Figure 1. Routed metal, one colour a layer.
(3 px per micron)
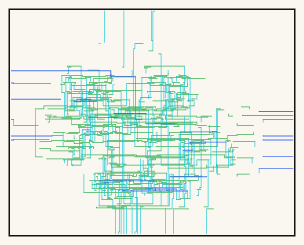
Figure 2. Clock wiring as the flow saved it.
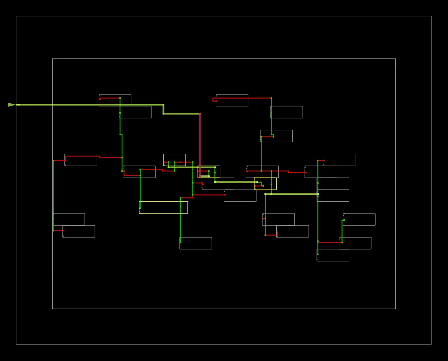
Figure 3. Pin placement.
(4 px per micron) Pins as bars across the die edge, other pins in grey.
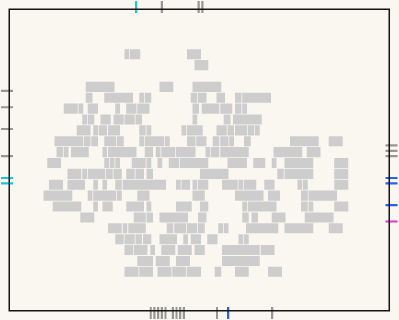
===== src/rtl/fsm_rw_burst_ctrl.sv =====
// Round-robin multi-channel read/write burst controller with stall timeout
// and protocol-check pulse flags for assertion monitors.
module fsm_rw_burst_ctrl #(
  parameter int unsigned NUM_CH  = 4,
  parameter int unsigned BURST_W = 4,
  parameter int unsigned TIMEOUT = 16
) (
  input  logic               clock,
  input  logic               reset,
  input  logic               enable,
  input  logic [NUM_CH-1:0]  wr_req,
  input  logic [NUM_CH-1:0]  rd_req,
  input  logic [BURST_W-1:0] burst_len,
  input  logic               beat_ready,
  output logic [NUM_CH-1:0]  grant,
  output logic               grant_wr,
  output logic               beat_valid,
  output logic               done,
  output logic [2:0]         state,
  output logic               err_timeout,
  output logic               fire_collision,
  output logic               fire_req_dropped
);

  localparam int unsigned IDX_W   = (NUM_CH > 1) ? $clog2(NUM_CH) : 1;
  localparam int unsigned STALL_W = $clog2(TIMEOUT + 1);

  typedef enum logic [2:0] {
    S_IDLE  = 3'd0,
    S_WRITE = 3'd1,
    S_READ  = 3'd2,
    S_DONE  = 3'd3
  } state_t;

  state_t             st;
  logic [IDX_W-1:0]   last;
  logic [IDX_W-1:0]   next_idx;
  logic               found;
  logic [NUM_CH-1:0]  any_req;
  logic [BURST_W-1:0] beat_cnt;
  logic [STALL_W-1:0] stall_cnt;
  logic               busy;
  logic               xfer;
  logic               stall;
  logic               act_req;
  logic               last_beat;

  assign state     = st;
  assign any_req   = wr_req | rd_req;
  assign busy      = (st == S_WRITE) || (st == S_READ);
  // beat_valid follows enable combinationally so a paused burst offers no beat
  // in the very cycle enable drops; the handshake then matches the frozen counter.
  assign beat_valid = busy & enable;
  assign xfer       = beat_valid & beat_ready;
  assign stall      = beat_valid & ~beat_ready;
  assign last_beat  = xfer && (beat_cnt == '0);
  // While busy, 'last' holds the granted channel index.
  assign act_req    = grant_wr ? wr_req[last] : rd_req[last];

  // Search starts one past the last granted channel and wraps.
  always_comb begin
    found    = 1'b0;
    next_idx = '0;
    for (int unsigned i = 1; i <= NUM_CH; i++) begin
      if (!found && any_req[IDX_W'((32'(last) + i) % NUM_CH)]) begin
        found    = 1'b1;
        next_idx = IDX_W'((32'(last) + i) % NUM_CH);
      end
    end
  end

  always_ff @(posedge clock) begin
    if (reset) begin
      st               <= S_IDLE;
      grant            <= '0;
      grant_wr         <= 1'b0;
      last             <= IDX_W'(NUM_CH - 1);
      beat_cnt         <= '0;
      stall_cnt        <= '0;
      done             <= 1'b0;
      err_timeout      <= 1'b0;
      fire_collision   <= 1'b0;
      fire_req_dropped <= 1'b0;
    end else begin
      done             <= 1'b0;
      err_timeout      <= 1'b0;
      fire_collision   <= 1'b0;
      fire_req_dropped <= 1'b0;
      unique case (st)
        S_IDLE: begin
          if (enable && found) begin
            grant          <= NUM_CH'(1) << next_idx;
            grant_wr       <= wr_req[next_idx];
            last           <= next_idx;
            beat_cnt       <= burst_len;
            stall_cnt      <= '0;
            fire_collision <= wr_req[next_idx] & rd_req[next_idx];
            st             <= wr_req[next_idx] ? S_WRITE : S_READ;
          end
        end
        S_WRITE, S_READ: begin
          if (!act_req && !last_beat) fire_req_dropped <= 1'b1;
          if (xfer) begin
            stall_cnt <= '0;
            if (beat_cnt == '0) begin
              st   <= S_DONE;
              done <= 1'b1;
            end else begin
              beat_cnt <= beat_cnt - 1'b1;
            end
          end else if (stall) begin
            if (stall_cnt == STALL_W'(TIMEOUT - 1)) begin
              err_timeout <= 1'b1;
              st          <= S_IDLE;
              grant       <= '0;
              grant_wr    <= 1'b0;
              stall_cnt   <= '0;
            end else begin
              stall_cnt <= stall_cnt + 1'b1;
            end
          end
        end
        S_DONE: begin
          st       <= S_IDLE;
          grant    <= '0;
          grant_wr <= 1'b0;
        end
        default: begin
          st       <= S_IDLE;
          grant    <= '0;
          grant_wr <= 1'b0;
        end
      endcase
    end
  end

endmodule


===== config.mk =====
export PLATFORM = sky130hd
export DESIGN_NAME = fsm_rw_burst_ctrl
export DESIGN_NICKNAME = d
export VERILOG_FILES = /design/src/rtl/fsm_rw_burst_ctrl.sv
export SDC_FILE = /design/constraint.sdc
export NUM_CORES = 1
export LEC_CHECK = 0
export ABC_CLOCK_PERIOD_IN_PS = 3650
export CORE_ASPECT_RATIO = 0.75
export CORE_MARGIN = 8
export CORE_UTILIZATION = 30
export CTS_BUF_LIST = sky130_fd_sc_hd__clkbuf_2 sky130_fd_sc_hd__clkbuf_4 sky130_fd_sc_hd__clkbuf_8
export DETAILED_ROUTE_END_ITERATION = 10
export GPL_TIMING_DRIVEN = 0
export SKIP_CTS_REPAIR_TIMING = 1
export SYNTH_ARGS = -nofsm -noshare
export SYNTH_HDL_FRONTEND = slang
export SYNTH_SLANG_ARGS = --single-unit

===== constraint.sdc =====
create_clock -name clock -period 3.65 [get_ports clock]
set_clock_uncertainty 0.15 [all_clocks]
set_input_delay 0.5475 -clock clock [delete_from_list [all_inputs] [get_ports clock]]
set_output_delay 0.5475 -clock clock [all_outputs]
set_load 0.02 [all_outputs]

==> impl_summary.log <==
[report] extracting results
[metrics] outcome: complete, no violations
[metrics] die extent in y: 74.98 microns
[metrics] total tool warning count: 27
[metrics] worst-case reg-to-reg path depth: 9
[metrics] share of layout cells above drive strength 1: 10.26%
[metrics] setup slack at placement: 764.5 ps
[metrics] chip width: 94.64 microns
[metrics] mean post-synth cell area: 8.432 sq um
[metrics] Post-Syn Nets: 185
[metrics] dominant kind of cell: logic gates
[metrics] cell depth of the worst min-delay path: 2
[metrics] total clock network power: 0.231 mW
[metrics] Switching Share: 38.97%
[metrics] final setup violating endpoints: 0
[metrics] simple-gate share of the synthesized area: 24.37%
[metrics] headroom to the max-slew limit: 50.56%
[metrics] count of buffers from port buffering: 26
[metrics] group with the largest share of power: combinational cells
[metrics] Unique cell types: 57
[metrics] Plain + repair buffers: 32
[metrics] final hold violation count: 0
[metrics] registers with the most flip-flops: stall_cnt x5, beat_cnt x4, grant x4
[metrics] number of stages on the worst setup path: 5
[metrics] 1st-pass router iterations: 5
[metrics] Final Cell Area: 1794 sq um
[metrics] number of synthesized flops with an enable pin: 0
[metrics] Gate power share: 50.7%
[metrics] capturing element of the worst setup path: beat_valid
[metrics] worst path bufs/invs: 3
[metrics] floorplan core area: 4467 sq um
[metrics] count of state elements after synthesis: 22
[metrics] Internal Pwr Total: 0.7111 mW
[metrics] Avg WL per Cell: 14.35 microns
[metrics] fraction of area in multi-input gates: 48.74%
[metrics] area of all sequential standard cells: 440.4 sq um
[metrics] global-route wire length before repair: 5706 microns
[metrics] Worst setup SP type: flop
[metrics] maximum number of pins on one net before global-route repair: 14
[metrics] Final Slew Violations: 0
[metrics] leakage power of the design: 0.6805 nW
[metrics] TAP cells: 57
[metrics] sequential share of power: 29.4%
[metrics] yosys warning tally: 0
[metrics] Hold Crit Start: grant[2]
[metrics] worst-case vdd ir drop: 282.0 uV
[metrics] Antenna Diode Count: 0
[metrics] Top FF cell, synth: sky130_fd_sc_hd__dfxtp_1
Back to the opening pictures, Figure 1:
magenta -> metal 4  # wire length 14.3 microns
blue -> metal 3  # wire length 297 microns
green -> metal 1  # wire length 1830 microns
cyan -> metal 2  # wire length 1470 microns

Back to the opening pictures, Figure 2:
number of buffers inserted during clock tree synthesis: 3
count of sequential standard cells: 22
sinks on the clock net: 22
Clock buffer cells: 3
later-pin clock latency in the skew report: 270 ps

Back to the opening pictures, Figure 3:
cyan -> `state`  # pins 3, direction output, edge 2 left, 1 top
magenta -> `fire_collision`  # pins 1, direction output, edge right
blue -> `grant`  # pins 4, direction output, edge 3 right, 1 bottom

Power and IR drop assume default switching activity.
